### M2 wires, run 1

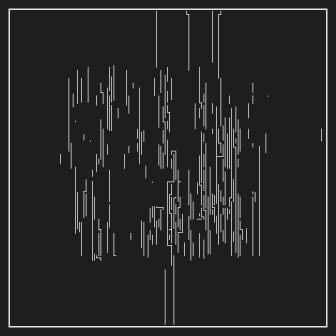
### Cell density map, run 1

Scale bar: 20 um. The die is cut into 7 by 7 equal tiles; black is low, pale yellow is high, 0 to 100% covered.
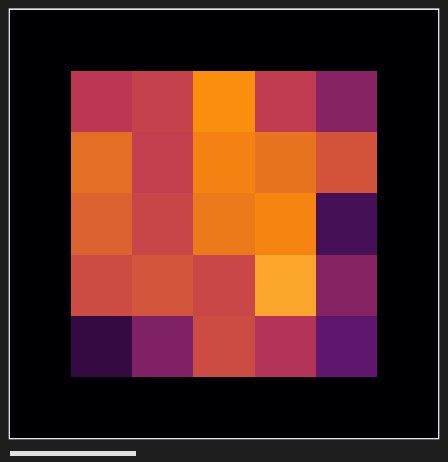
### Metal 1, run 1

Scale bar: 20 um.
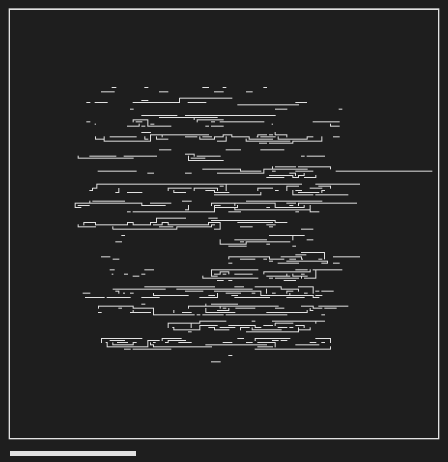
**config.mk**
```make
export PLATFORM = sky130hd
export DESIGN_NAME = rr_arbiter
export DESIGN_NICKNAME = d
export VERILOG_FILES = /design/src/rtl/arb_pkg.sv /design/src/rtl/rr_pick.sv /design/src/rtl/rr_arbiter.sv
export SDC_FILE = /design/constraint.sdc
export NUM_CORES = 1
export LEC_CHECK = 0
export CORE_MARGIN = 10
export CORE_UTILIZATION = 48
export DETAILED_ROUTE_END_ITERATION = 6
export GPL_TIMING_DRIVEN = 0
export HOLD_SLACK_MARGIN = 0.12
export PLACE_DENSITY_LB_ADDON = 0.08
export SYNTH_ARGS = -nofsm -noshare
export SYNTH_HDL_FRONTEND = slang
export SYNTH_SLANG_ARGS = --single-unit
```
**constraint.sdc**
```tcl
create_clock -name i_clk -period 10.05 [get_ports i_clk]
set_clock_uncertainty 0.05 [all_clocks]
set_input_delay 2.01 -clock i_clk [delete_from_list [all_inputs] [get_ports i_clk]]
set_output_delay 2.01 -clock i_clk [all_outputs]
set_load 0.01 [all_outputs]
```
**src/rtl/arb_pkg.sv**
```systemverilog
// Shared types and default sizing for the round-robin arbiter slice.
package arb_pkg;

  typedef enum logic {
    IDLE  = 1'b0,
    GRANT = 1'b1
  } arb_state_t;

  localparam int DEFAULT_NUM_REQ  = 5;
  localparam int DEFAULT_MAX_HOLD = 16;

endpackage

```
**src/rtl/rr_pick.sv**
```systemverilog
// Round-robin pick: first set request after i_last (wrapping), optionally
// excluding one index. Double-width rotate followed by a priority encode.
module rr_pick #(
  parameter  int NUM_REQ     = 5,
  localparam int SELECT_BITS = $clog2(NUM_REQ)
) (
  input  logic [NUM_REQ-1:0]     i_req,
  input  logic [SELECT_BITS-1:0] i_last,
  input  logic [SELECT_BITS-1:0] i_mask_idx,
  input  logic                   i_mask_en,
  output logic [SELECT_BITS-1:0] o_idx,
  output logic                   o_valid
);

  // One extra bit holds start + offset, which reaches at most 2*NUM_REQ-1.
  localparam int SUM_W = SELECT_BITS + 1;

  logic [NUM_REQ-1:0]   mask_s;
  logic [NUM_REQ-1:0]   req_m_s;
  logic [2*NUM_REQ-1:0] dbl_s;
  logic [NUM_REQ-1:0]   rot_s;
  logic [SUM_W-1:0]     start_s;
  logic [SUM_W-1:0]     pos_s;
  logic [SUM_W-1:0]     sum_s;
  logic [SUM_W-1:0]     wrap_s;

  // Mask, rotate so index last+1 lands at bit 0, then take the lowest set bit.
  always_comb begin
    mask_s = '0;
    for (int k = 0; k < NUM_REQ; k++) begin
      mask_s[k] = i_mask_en && (i_mask_idx == SELECT_BITS'(k));
    end
    req_m_s = i_req & ~mask_s;
    start_s = SUM_W'(i_last) + SUM_W'(1);
    dbl_s   = {req_m_s, req_m_s};
    rot_s   = NUM_REQ'(dbl_s >> start_s);
    pos_s   = '0;
    for (int k = NUM_REQ - 1; k >= 0; k--) begin
      pos_s = rot_s[k] ? SUM_W'(k) : pos_s;
    end
    sum_s  = start_s + pos_s;
    wrap_s = (sum_s >= SUM_W'(NUM_REQ)) ? (sum_s - SUM_W'(NUM_REQ)) : sum_s;
  end

  assign o_idx   = SELECT_BITS'(wrap_s);
  assign o_valid = |req_m_s;

endmodule

```
**src/rtl/rr_arbiter.sv**
```systemverilog
// Round-robin arbiter with release/hold-timeout, driving a downstream demux
// with a registered grant index and grant-valid.
module rr_arbiter
  import arb_pkg::*;
#(
  parameter  int NUM_REQ     = DEFAULT_NUM_REQ,
  parameter  int MAX_HOLD    = DEFAULT_MAX_HOLD,
  localparam int SELECT_BITS = $clog2(NUM_REQ)
) (
  input  logic                   i_clk,
  input  logic                   i_rst,
  input  logic [NUM_REQ-1:0]     i_req,
  input  logic                   i_release,
  output logic [SELECT_BITS-1:0] o_select,
  output logic                   o_enable,
  output logic                   o_timeout
);

  localparam int                     CNT_W     = (MAX_HOLD > 1) ? $clog2(MAX_HOLD) : 1;
  localparam logic [CNT_W-1:0]       CNT_MAX   = CNT_W'(MAX_HOLD - 1);
  localparam logic [SELECT_BITS-1:0] LAST_INIT = SELECT_BITS'(NUM_REQ - 1);

  arb_state_t             state_q, state_d;
  logic [SELECT_BITS-1:0] sel_q, sel_d;
  logic [SELECT_BITS-1:0] last_q, last_d;
  logic                   en_q, en_d;
  logic                   timeout_q, timeout_d;
  logic [CNT_W-1:0]       cnt_q, cnt_d;

  logic                   in_grant_s;
  logic                   release_s;
  logic                   expire_s;
  logic                   end_s;
  logic [SELECT_BITS-1:0] pick_last_s;
  logic [SELECT_BITS-1:0] pick_idx_s;
  logic                   pick_valid_s;

  assign in_grant_s = (state_q == GRANT);
  assign release_s  = in_grant_s && i_release;
  assign expire_s   = in_grant_s && !i_release && (cnt_q == CNT_MAX);
  assign end_s      = release_s || expire_s;

  // While granted, the pick is only consumed on handoff, where the owner
  // becomes the new lowest-priority source and is excluded from the pick.
  assign pick_last_s = in_grant_s ? sel_q : last_q;

  rr_pick #(
    .NUM_REQ (NUM_REQ)
  ) u_pick (
    .i_req      (i_req),
    .i_last     (pick_last_s),
    .i_mask_idx (sel_q),
    .i_mask_en  (in_grant_s),
    .o_idx      (pick_idx_s),
    .o_valid    (pick_valid_s)
  );

  // State and datapath registers.
  always_ff @(posedge i_clk) begin
    if (i_rst) begin
      state_q   <= IDLE;
      sel_q     <= '0;
      last_q    <= LAST_INIT;
      en_q      <= 1'b0;
      timeout_q <= 1'b0;
      cnt_q     <= '0;
    end else begin
      state_q   <= state_d;
      sel_q     <= sel_d;
      last_q    <= last_d;
      en_q      <= en_d;
      timeout_q <= timeout_d;
      cnt_q     <= cnt_d;
    end
  end

  // Next-state logic.
  always_comb begin
    state_d = state_q;
    case (state_q)
      IDLE:    state_d = pick_valid_s ? GRANT : IDLE;
      GRANT:   state_d = (end_s && !pick_valid_s) ? IDLE : GRANT;
      default: state_d = IDLE;
    endcase
  end

  // Grant, pointer, hold counter and timeout pulse.
  always_comb begin
    sel_d     = sel_q;
    last_d    = last_q;
    en_d      = en_q;
    timeout_d = 1'b0;
    cnt_d     = cnt_q;
    case (state_q)
      IDLE: begin
        cnt_d = '0;
        if (pick_valid_s) begin
          sel_d = pick_idx_s;
          en_d  = 1'b1;
        end else begin
          en_d  = 1'b0;
        end
      end
      GRANT: begin
        if (end_s) begin
          last_d    = sel_q;
          cnt_d     = '0;
          timeout_d = expire_s;
          if (pick_valid_s) begin
            sel_d = pick_idx_s;
            en_d  = 1'b1;
          end else begin
            en_d  = 1'b0;
          end
        end else begin
          en_d  = 1'b1;
          cnt_d = (cnt_q == CNT_MAX) ? cnt_q : (cnt_q + CNT_W'(1));
        end
      end
      default: begin
        en_d  = 1'b0;
        cnt_d = '0;
      end
    endcase
  end

  assign o_select  = sel_q;
  assign o_enable  = en_q;
  assign o_timeout = timeout_q;

endmodule

```
==> results.txt, run 1 <==
Latest figures from synthesis and place and route.

The die covers 4610 sq um. The stage logs contain a warning count of 27. The post-layout period usage of the worst path is 55.6%.

0 antenna diodes ended up in the layout. The xor and xnor area share after synthesis is 3.98%. The critical register-to-register path startpoint is o_enable$_SDFF_PP0_. The count of non-filler cells in the finished layout is 162.

The leakage power of the design is 0.512 nW. The number of sinks handled by clock tree synthesis is 12. Across the whole layout, storage elements account for 240 sq um. The via count of the first global-routing pass is 891. The element type at the critical path start is a primary input.

Post-CTS repair changed the size of 0 cells. The maximum number of pins on one net before global-route repair is 11. From left edge to right edge, the die measures 67.9 um. The analysis reports a worst IR drop on VDD of 0.000194 V. Among logic cells in the layout, the one with the most instances is nor2_1. Dividing total power by cell area gives a power density of 253 nW/um^2.

CTS reports a maximum clock tree buffer depth of 2. The commonest register cell is dfxtp_1. The kind of end point of the critical path is a flip-flop. The logic area is 793 sq um.

The final count of negative-setup-slack endpoints is 0. The type of the most critical hold path is reg2reg. The run finished with clean final reports. The critical path class is in2reg. Of all flip-flops after synthesis, the portion carrying an async set or reset was 0%. The remaining number of nets flagged by the antenna check after routing is 0. The height of the chip is 67.9 um. Looking at the clock tree report, the H-tree level count equals 1.

The initial antenna violation count is 0. For reference, simple AND, OR, NAND and NOR cells occupy 20.0% of the area reported after synthesis. The boundary pin count is 13. The count of final hold-check violations is 0.

The gate-level netlist out of Yosys references 49 unique cell types. Setup repair after global routing left no endpoint under its margin. The max capacitance violation total is 0.

The post-synth tally of flip-flops with integrated enable is 0.
Notes on 'M2 wires' above:
- longest straight run: 23.5 um
- main direction: vertical
- wire length on this layer: 1,040 um
- share of all routed wire: 46%
- nets with wire on the layer: 127

Notes on 'Cell density map' above:
- densest ninth of the die: center
- fullest tile: 81%
- tiles over 75% full: 4.1%
- emptiest ninth of the die: south-west
- nearly empty tiles: 49%

Notes on 'Metal 1' above:
- nets with wire on the layer: 136
- wire length on this layer: 1,070 um

[run 1: cells by family after synthesis]
logic type	Yosys count
simple gates	40
compound gates	27
mux	15
buf+inv	13
flops	12
fa+ha+maj	7
xor+xnor	5
[run 1: power by group]
| group | leakage (nW) | internal (mW) | switching, mW |
|---|---|---|---|
| Combinational | 0.392 | 0.107 | 0.112 |
| Sequential | 0.0984 | 0.0544 | 0.0123 |
| Clock | 0.0210 | 0.0220 | 0.0161 |
[run 1: per-layer routing]
metal | global-route usage (%) | wire (um)
met1 | 13.0 | 1070
met2 | 17.4 | 1040
met3 | 4.40 | 125
met4 | 4.52 | 35
met5 | 0 | 0
[run 1: how the worst max path moves through the flow]
stage | start | endpoint | slack [ps] | depth (start not counted)
2_1_floorplan | i_req[2] | o_select[2]$_SDFFE_PP0P_ | 5060 | 14
3_3_place_gp | i_req[4] | o_select[2]$_SDFFE_PP0P_ | 4190 | 15
3_5_place_dp | i_req[4] | o_select[2]$_SDFFE_PP0P_ | 4200 | 15
4_1_cts | i_req[4] | o_select[2]$_SDFFE_PP0P_ | 4470 | 15
5_1_grt | i_req[4] | o_select[2]$_SDFFE_PP0P_ | 4290 | 15
6_report | i_req[4] | o_select[2]$_SDFFE_PP0P_ | 4460 | 15
[run 1: critical path, cell delays in order]
cell and delay (ps):
clkdlybuf4s50_1 520, nand2_1 160, o21ai_0 300, o221ai_1 240, nor2b_1 150, o21ai_1 100
ha_1 210, fa_1 500, ha_1 200, nand2b_1 160, a221o_1 310, a221o_1 400
nor2b_1 160, xnor2_1 120, a211oi_1 210
[run 1: synth_stat cells (2+ instances only)]
cell type / instances / area, sq um
nor2_1: 14 / 52.6
dfxtp_1: 12 / 240
mux2i_1: 11 / 110
nand2_1: 7 / 26.3
ha_1: 6 / 75.1
inv_1: 6 / 22.5
nand4_1: 4 / 25.0
o21ai_0: 4 / 20.0
xnor2_1: 4 / 35.0
nand2b_1: 3 / 18.8
a211oi_1: 2 / 15.0
a221o_1: 2 / 20.0
buf_6: 2 / 22.5
inv_2: 2 / 7.51
nor2b_1: 2 / 12.5
o2111ai_1: 2 / 17.5
o21ai_1: 2 / 10.0
o21ai_2: 2 / 17.5
o31ai_2: 2 / 25.0
[run 1: metrics by stage]
stage	util (%)	area [sq um]	setup slack, ps	hold slack (ps)
CTS	58.5	1280	4470	408
detailed placement	56.9	1250	4200	395
finish	58.5	1280	4460	400
global placement	56.9	1250	4190	383
floorplan	-	1100	5060	368
global route	58.5	1280	4290	454
[run 1: final cells by class]
cell class	count	share of cell area, %
multi-input cells	94	61.9
flip-flops and latches	12	18.7
repair buffers	11	8.59
clock buffers	4	2.83
inverters	9	2.83
well taps	28	2.73
plain buffers	4	2.44
[run 1: flip-flops by register name (all words and copies together) (netlist names)]
| name | cells |
|---|---|
| last_q | 3 |
| o_timeout | 1 |
| cnt_q | 4 |
| o_select | 3 |
| o_enable | 1 |
==> inputs of run 2 (changes only) <==
==> constraint.sdc (replaced) <==
create_clock -name i_clk -period 4.5 [get_ports i_clk]
set_clock_uncertainty 0.05 [all_clocks]
set_input_delay 0.9 -clock i_clk [delete_from_list [all_inputs] [get_ports i_clk]]
set_output_delay 0.9 -clock i_clk [all_outputs]
set_load 0.01 [all_outputs]
### Metal 1, run 2

Scale bar: 20 um.
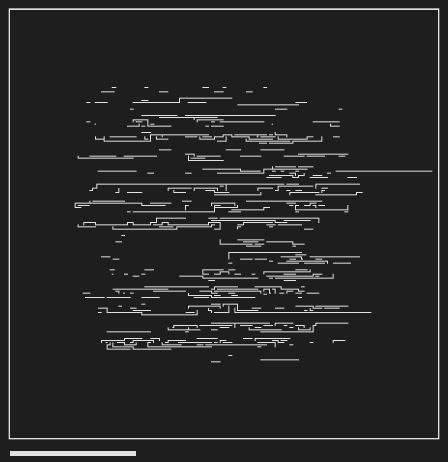
- share of all routed wire: 46%
- main direction: horizontal

==> run 2 against run 1 <==
  * Clock power up 120%
  * Die area unchanged
  * Global-route usage unchanged
  * Critical path type unchanged
  * Largest power group unchanged
==> results.txt, run 2 <==
Latest figures from synthesis and place and route.

For this run, the leading register cell type out of synthesis is dfxtp_1. The wire length on met1 was 1.08 mm (+0.75%). The initial antenna violation count is 0 (unchanged). The utilization after layout is 61.3% (+2.7 points).

The post-synth tally of flip-flops with integrated enable is 0 (unchanged). The final hold slack is 400 ps (unchanged). The max capacitance violation total is 0 (unchanged). The combinational power share is 69.0% (+1.4 points). The number of inserted diodes is 0 (unchanged).

The clock share of power is 11.2% (-0.6 points). The remaining number of nets flagged by the antenna check after routing is 0 (unchanged). The number of unique standard cell types used by synthesis was 49 (unchanged).

The post-layout worst setup margin is 142 ps (-4320 ps). The most critical setup path has its startpoint at i_req[0]. The power density normalized to cell area is 569 nW/um^2 (+130%). The number of H-tree branching levels is 1 (unchanged). The number of flip-flops in the largest register is 4 (unchanged). Yosys attributes the largest share of cell area to dfxtp_1 22%, mux2i_1 10%, ha_1 6.8%. The cell type contributing the most total cell area after synthesis is dfxtp_1. The flow ran to the end, and the final reports show no timing, DRC or antenna violations. The share of power burned in registers came to 19.9% (-0.7 points).

The met3 layer wire length in the routed design is 159 um (+27%). According to the hold report, the worst path is of the reg2reg type. The top routing layer in use is met4. The number of sinks handled by clock tree synthesis was 12 (unchanged). The count of final hold-check violations is 0 (unchanged). The largest register by flop count is cnt_q. The library cell used most frequently in the layout, excluding fill and tap cells, is nor2_1.

Looking at the setup timing report, the critical path kind is in2reg. The OpenROAD warning count was 27 (unchanged). The proportion of synthesized flip-flops having asynchronous set or reset is 0% (unchanged). The internal power summed over all cells is 436 uW (+140%). The worst setup path is captured at a flip-flop. The maximum number of pins on one net before global-route repair is 11 (unchanged).

By count the netlist is led by 14 x nor2_1, 12 x dfxtp_1, 11 x mux2i_1, 7 x nand2_1. The leakage power of the design is 0.529 nW (+3.5%).
### Signal metal coverage by tile, run 2

Scale bar: 20 um. The die is cut into 14 by 14 equal tiles; black is low, pale yellow is high, scaled to the fullest tile. Values are wire area over tile area, all layers added.
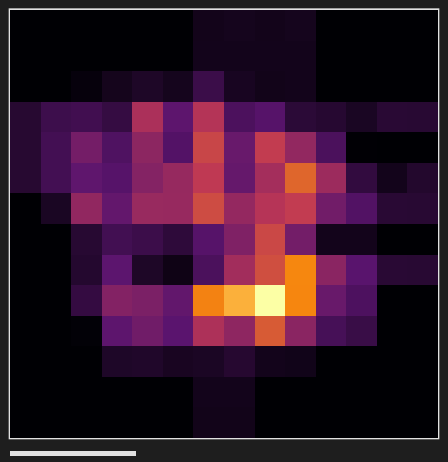
- nearly empty tiles: 39%
- emptiest ninth of the die: north-east
- fullest tile: 0.54
- tiles over half the peak: 7.1%
- mean over tiles: 0.081
- densest ninth of the die: center

-- run 2: cell counts after synthesis --
No cell type changed its count.
-- run 2: worst paths after layout --
path,slack [ps],to,cells after the start
setup / recovery,140,o_select[2]$_SDFFE_PP0P_,15
setup reg to reg,370,o_select[2]$_SDFFE_PP0P_,16
hold / removal,400,cnt_q[0]$_SDFFE_PP0P_,1
hold reg to reg,400,cnt_q[0]$_SDFFE_PP0P_,1
-- run 2: repair_timing --
| action | in CTS | in global routing |
|---|---|---|
| endpoints found under the hold margin | 0 | 0 |
| endpoints found under the setup margin | 0 | 3 |
| gates resized | 0 | 7 |
| setup buffers | 0 | 4 |
-- run 2: kinds of logic (layout without fill, tap and decap cells) --
family,Yosys count,in the layout,synth area share [%]
compound gates,27,27,23.8
xor+xnor,5,5,3.98
fa+ha+maj,7,7,8.64
buf+inv,13,32,6.14
flops,12,12,21.8
mux,15,15,15.7
simple gates,40,40,20.0
-- run 2: layout make-up --
class	count	area, sq um
flip-flops and latches	12	240
multi-input cells	94	823
fillers	184	848
repair buffers	15	140
inverters	9	36.3
plain buffers	4	31.3
clock buffers	4	36.3
well taps	28	35.0
-- run 2: worst max-delay path, stage by stage --
cell and delay (ps):
clkdlybuf4s50_1 530, o31ai_4 120, o311ai_4 320, o211ai_2 130
nor2b_1 150, o21ai_1 170, ha_2 220, fa_2 460
ha_1 190, nand2b_1 160, a221o_1 310, a221o_1 370
nor2b_1 160, xnor2_1 120, a211oi_1 210
-- run 2: per-layer routing --
metal | track usage [%] | vias up
li1 | - | 477
met1 | 13.0 | 426
met2 | 17.4 | 20
met3 | 4.40 | 5
met4 | 4.52 | 0
met5 | 0 | -
-- run 2: through the flow --
step,std cells,instance area [sq um],total power [mW]
floorplan,119,1100,0.542
global placement,158,1250,0.630
detailed placement,158,1250,0.643
CTS,162,1280,0.731
global route,166,1340,0.835
finish,166,1340,0.764
-- run 2: power by group through the flow --
stage	clock (mW)	sequential, mW	combinational [mW]
after CTS	0.0882	0.149	0.494
after detailed placement	0	0.151	0.491
after floorplan	0	0.150	0.392
after global routing	0.0926	0.156	0.587
after global placement	0	0.151	0.479
final	0.0853	0.152	0.527
No activity file was given, so power comes from the tool's default toggle rates.
